`config.mk`:
```
export PLATFORM = sky130hd
export DESIGN_NAME = swc_rd_sched_np
export DESIGN_NICKNAME = d
export VERILOG_FILES = /design/src/rtl/swc_rd_sched_np.sv
export SDC_FILE = /design/constraint.sdc
export NUM_CORES = 1
export LEC_CHECK = 0
export CAP_MARGIN = 25
export CORE_AREA = 2 2 152 154
export CTS_CLUSTER_DIAMETER = 150
export DETAILED_ROUTE_END_ITERATION = 6
export DIE_AREA = 0 0 154 156
export GPL_ROUTABILITY_DRIVEN = 0
export PLACE_DENSITY = 0.66
export SYNTH_ARGS = -nofsm -noshare
export SYNTH_HDL_FRONTEND = slang
export SYNTH_SLANG_ARGS = --single-unit
```
`constraint.sdc`:
```
create_clock -name clk -period 5.3 [get_ports clk]
set_clock_uncertainty 0.15 [all_clocks]
set_input_delay 1.06 -clock clk [delete_from_list [all_inputs] [get_ports clk]]
set_output_delay 1.06 -clock clk [all_outputs]
set_load 0.1 [all_outputs]
```
`src/rtl/swc_rd_sched_np.sv`:
```
// Egress read scheduler: grants one port queue per cell, reads the cell from data SRAM,
// forwards the beats to that port's egress FIFO and retires the pointer on its last reference.
module swc_rd_sched_np #(
  parameter int NPORTS   = 4,
  parameter int PTR_W    = 10,
  parameter int BEATS    = 4,
  parameter int DW       = 128,
  parameter int MC_W     = 4,
  parameter int RD_LAT   = 1,
  parameter int ARB_MODE = 0,
  localparam int BW      = $clog2(BEATS),
  localparam int AW      = PTR_W + BW
) (
  input  logic                 clk,
  input  logic                 rstn,
  input  logic [NPORTS-1:0]    qc_ptr_rdy,
  input  logic [NPORTS*16-1:0] qc_ptr_dout,
  output logic [NPORTS-1:0]    qc_ptr_ack,
  input  logic [NPORTS-1:0]    o_cell_bp,
  output logic                 sram_rd_en,
  output logic [AW-1:0]        sram_rd_addr,
  input  logic [DW-1:0]        sram_rd_data,
  output logic [PTR_W-1:0]     mc_rd_addr,
  input  logic [MC_W-1:0]      mc_rd_data,
  output logic                 mc_wr_en,
  output logic [PTR_W-1:0]     mc_wr_addr,
  output logic [MC_W-1:0]      mc_wr_data,
  output logic                 fq_wr,
  output logic [PTR_W-1:0]     fq_din,
  output logic [NPORTS-1:0]    o_cell_fifo_wr,
  output logic [DW-1:0]        o_cell_fifo_din,
  output logic                 o_cell_first,
  output logic                 o_cell_last,
  output logic                 err_refcnt,
  output logic                 busy
);

  localparam int PW = $clog2(NPORTS);

  typedef enum logic [1:0] {
    IDLE,
    ARB,
    READ
  } state_t;

  typedef struct packed {
    logic              v;
    logic              first;
    logic              last;
    logic [NPORTS-1:0] sel;
  } tag_t;

  state_t            state, state_nx;
  logic [PW-1:0]     rr, rr_nx, gidx;
  logic [PTR_W-1:0]  ptr, ptr_nx;
  logic              first, first_nx;
  logic              last, last_nx;
  logic [NPORTS-1:0] sel, sel_nx;
  logic [NPORTS-1:0] req, mask, gnt;
  logic [BW-1:0]     beat, beat_nx;
  logic [15:0]       word;
  logic              unused_word;
  tag_t              tag_in;
  tag_t              pipe [RD_LAT];
  logic              pend;

  function automatic logic [PW-1:0] lsb_idx(input logic [NPORTS-1:0] v);
    lsb_idx = '0;
    for (int i = NPORTS - 1; i >= 0; i--)
      if (v[i]) lsb_idx = PW'(i);
  endfunction

  assign req = qc_ptr_rdy & ~o_cell_bp;

  always_comb begin
    mask = '0;
    for (int i = 0; i < NPORTS; i++)
      mask[i] = (PW'(i) >= rr);
  end

  // Round-robin searches upward from rr and wraps to the lowest request.
  always_comb begin
    gidx = '0;
    if (ARB_MODE != 0)
      gidx = lsb_idx(req);
    else if (|(req & mask))
      gidx = lsb_idx(req & mask);
    else
      gidx = lsb_idx(req);
  end

  assign gnt = NPORTS'(1) << gidx;

  always_comb begin
    word = '0;
    for (int i = 0; i < NPORTS; i++)
      if (gidx == PW'(i)) word = qc_ptr_dout[i*16 +: 16];
  end

  assign unused_word = ^word;

  always_comb begin
    state_nx   = state;
    rr_nx      = rr;
    ptr_nx     = ptr;
    first_nx   = first;
    last_nx    = last;
    sel_nx     = sel;
    beat_nx    = beat;
    qc_ptr_ack = '0;
    sram_rd_en = 1'b0;
    mc_wr_en   = 1'b0;
    mc_wr_data = '0;
    fq_wr      = 1'b0;
    err_refcnt = 1'b0;
    unique case (state)
      IDLE: begin
        if (|req) state_nx = ARB;
      end
      ARB: begin
        if (!(|req)) begin
          state_nx = IDLE;
        end else begin
          qc_ptr_ack = gnt;
          ptr_nx     = word[PTR_W-1:0];
          first_nx   = word[14];
          last_nx    = word[15];
          sel_nx     = gnt;
          beat_nx    = '0;
          state_nx   = READ;
          if (ARB_MODE == 0)
            rr_nx = (gidx == PW'(NPORTS - 1)) ? '0 : gidx + PW'(1);
        end
      end
      READ: begin
        sram_rd_en = 1'b1;
        beat_nx    = beat + BW'(1);
        // Refcount read issued on beat 0 returns on beat 1.
        if (beat == BW'(1)) begin
          mc_wr_en = 1'b1;
          if (mc_rd_data > MC_W'(1))
            mc_wr_data = mc_rd_data - MC_W'(1);
          else if (mc_rd_data == MC_W'(1))
            fq_wr = 1'b1;
          else
            err_refcnt = 1'b1;
        end
        if (beat == BW'(BEATS - 1))
          state_nx = (|req) ? ARB : IDLE;
      end
      default: state_nx = IDLE;
    endcase
  end

  always_ff @(posedge clk or negedge rstn) begin
    if (!rstn) begin
      state <= IDLE;
      rr    <= '0;
      ptr   <= '0;
      first <= 1'b0;
      last  <= 1'b0;
      sel   <= '0;
      beat  <= '0;
    end else begin
      state <= state_nx;
      rr    <= rr_nx;
      ptr   <= ptr_nx;
      first <= first_nx;
      last  <= last_nx;
      sel   <= sel_nx;
      beat  <= beat_nx;
    end
  end

  assign sram_rd_addr = {ptr, beat};
  assign mc_rd_addr   = ptr;
  assign mc_wr_addr   = ptr;
  assign fq_din       = ptr;

  assign tag_in = {sram_rd_en, first, last, sel};

  // Tags travel with each read so back-to-back cells keep their own flags.
  always_ff @(posedge clk or negedge rstn) begin
    if (!rstn) begin
      for (int i = 0; i < RD_LAT; i++) pipe[i] <= '0;
      o_cell_fifo_wr  <= '0;
      o_cell_fifo_din <= '0;
      o_cell_first    <= 1'b0;
      o_cell_last     <= 1'b0;
    end else begin
      pipe[0] <= tag_in;
      for (int i = 1; i < RD_LAT; i++) pipe[i] <= pipe[i-1];
      o_cell_fifo_wr  <= pipe[RD_LAT-1].v ? pipe[RD_LAT-1].sel : '0;
      o_cell_fifo_din <= pipe[RD_LAT-1].v ? sram_rd_data : '0;
      o_cell_first    <= pipe[RD_LAT-1].v & pipe[RD_LAT-1].first;
      o_cell_last     <= pipe[RD_LAT-1].v & pipe[RD_LAT-1].last;
    end
  end

  always_comb begin
    pend = 1'b0;
    for (int i = 0; i < RD_LAT; i++) pend = pend | pipe[i].v;
  end

  assign busy = (state != IDLE) | pend | (|o_cell_fifo_wr);

endmodule

```
Figure 1. Cell placement.
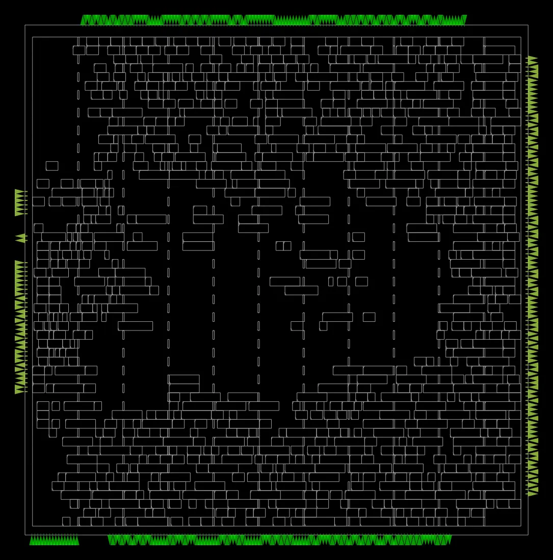
TAP cells: 285
Core Footprint: 0.0224 mm2
Flop Count: 163
Final Util: 47.6%
Seq area share: 38.4%

Figure 2. Cell density map.
(2 px per um) The die is cut into 15 by 16 equal tiles; dark blue is low, red is high, 0 to 100% covered.
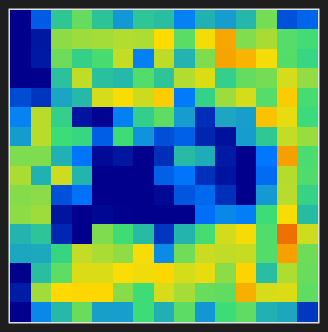
fullest tile	87%
nearly empty tiles	11%
tiles over 75% full	6.7%
emptiest ninth of the die	centre
mean over tiles	43%

Figure 3. I/O nets highlighted.
(2 px per um)
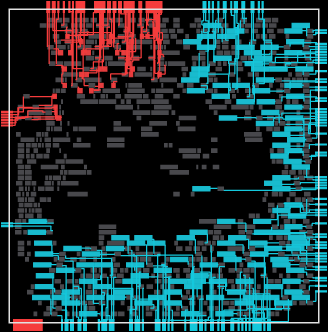
colour	port	bits	direction	edge	end cells	buffers	wire
cyan	o_cell_fifo_din	128	output	56 south, 54 east, 16 north, 2 west	128	128	3,140 um
red	qc_ptr_dout	64	input	42 north, 16 south, 6 west	37	48	1,410 um

==> job_summary.md <==
### Metrics collected by this job

| Metric | Value |
|---|---|
| Vias/cell | a little over 4 |
| Die x size | 154 um |
| Top cells excl fill/tap | 366 x clkdlybuf4s50_1, 162 x dfrtp_1, 137 x and2_1, 18 x nand2_1, 17 x clkbuf_16 |
| Final Net Count | 1,051 |
| Via count of the routed design | 4,696 |
| Yosys Instances | 489 |
| Crit path max fanout | 13 |
| Ys Warns | 0 |
| Worst-Margin Slew | 1.06 ns |
| Total wire length | 18,500 um |
| Max frequency | 219 MHz |
| Crit path DAT | 3.35 ns |
| Post-synth design cell area | around 0.0062 mm2 |
| DR iter-0 viols | 232 |
| Max incr delay on CP | 0.47 ns |
| Die height | 156 um |
| TritonCTS clock tree | yes |
| Antenna-violating nets left | 0 |
| XOR/XNOR Fraction of Synth Area | less than 1% |
| Crit path buf inv count | 3 |
| IO Port Bufs | 378 |
| Post-synth EDFFs | 0 |
| DP Wirelength | 13,900 um |
| Outcome | completed |
| I/O pins | 395 |
| Chip area in the Yosys report | 0.00621 mm2 |
| Post-synth ARST share | 100% |
| Flops & latches, synth | ~160 |
| Count leader, synth | dfrtp_1 |
| Area fraction in mux cells | 0.181% |
| Wirelength per Cell | around 16 um |
| Initial Util | roughly 28% |
| Kind of start point of the critical path | input port |
| Layout cells sized above 1 | 7.76% |
| H-tree levels | 4 |
| Slowest CP cell | clkdlybuf4s50_1 |
| Cell Chain, Critical Path | clkdlybuf4s50_1 > nor2b_1 > a22oi_1 > a21oi_1 > or2_2 > ha_1 > inv_1 > nor2_1 > buf_12 |
| Area of the chip | 0.0240 mm2 |
| Latency at later pin | 0.41 ns |
| Total track usage | between 15 and 20% |
==> path summary, 6_finish.rpt <==
check	from	to	slack [ns]	depth (start not counted)
max	qc_ptr_rdy[0]	qc_ptr_ack[0]	0.74	9
min	first	pipe[5]	0.23	0
max reg2reg	rr[0]	fq_din[0]	2.41	9
min reg2reg	first	pipe[5]	0.23	0
max in group asynchronous	rstn	o_cell_fifo_din[0]	3.29	2
min in group asynchronous	rstn	o_cell_fifo_din[104]	0.57	1
==> cells by family (layout without fill, tap and decap cells) <==
family | after synthesis | after routing
simple gates | 198 | 198
flops | 163 | 163
buf+inv | 64 | 425
compound gates | 53 | 53
fa+ha+maj | 8 | 8
xor+xnor | 2 | 2
mux | 1 | 1
==> routing by layer <==
| layer | GRT usage, % | wire length [um] | part of all wire, % | vias to the layer above |
|---|---|---|---|---|
| met4 | 5.83 | 512 | 2.8 | 0 |
| li1 | - | - | - | 2253 |
| met5 | 0 | 0 | 0 | - |
| met2 | 25.6 | 9370 | 51 | 183 |
| met1 | 18.4 | 7630 | 41 | 2231 |
| met3 | 4.17 | 1000 | 5.4 | 29 |
==> worst reg2reg max path: cells and delay by family (launching register included) <==
family	cells	cell delay (ns)
compound gates	4	0.98
fa+ha+maj	1	0.22
buf+inv	2	0.48
flops	1	0.41
simple gates	2	0.50
==> final cells by class <==
class,count,area (um2),share of cell area (%)
clock buffer,18,429,4.03
clock inverter,14,138,1.29
inverter,9,33.8,0.317
multi-input combinational,262,1750,16.4
sequential,163,4080,38.4
tap,285,357,3.35
timing repair buffer,384,3860,36.3
==> through the flow <==
step	worst slack, ns	instance area [um2]	std cells
floorplan	0.386	6210	489
global placement	0.783	10100	1102
detailed placement	0.745	10100	1102
CTS	0.738	10600	1134
global route	0.523	10600	1135
finish	0.737	10600	1135
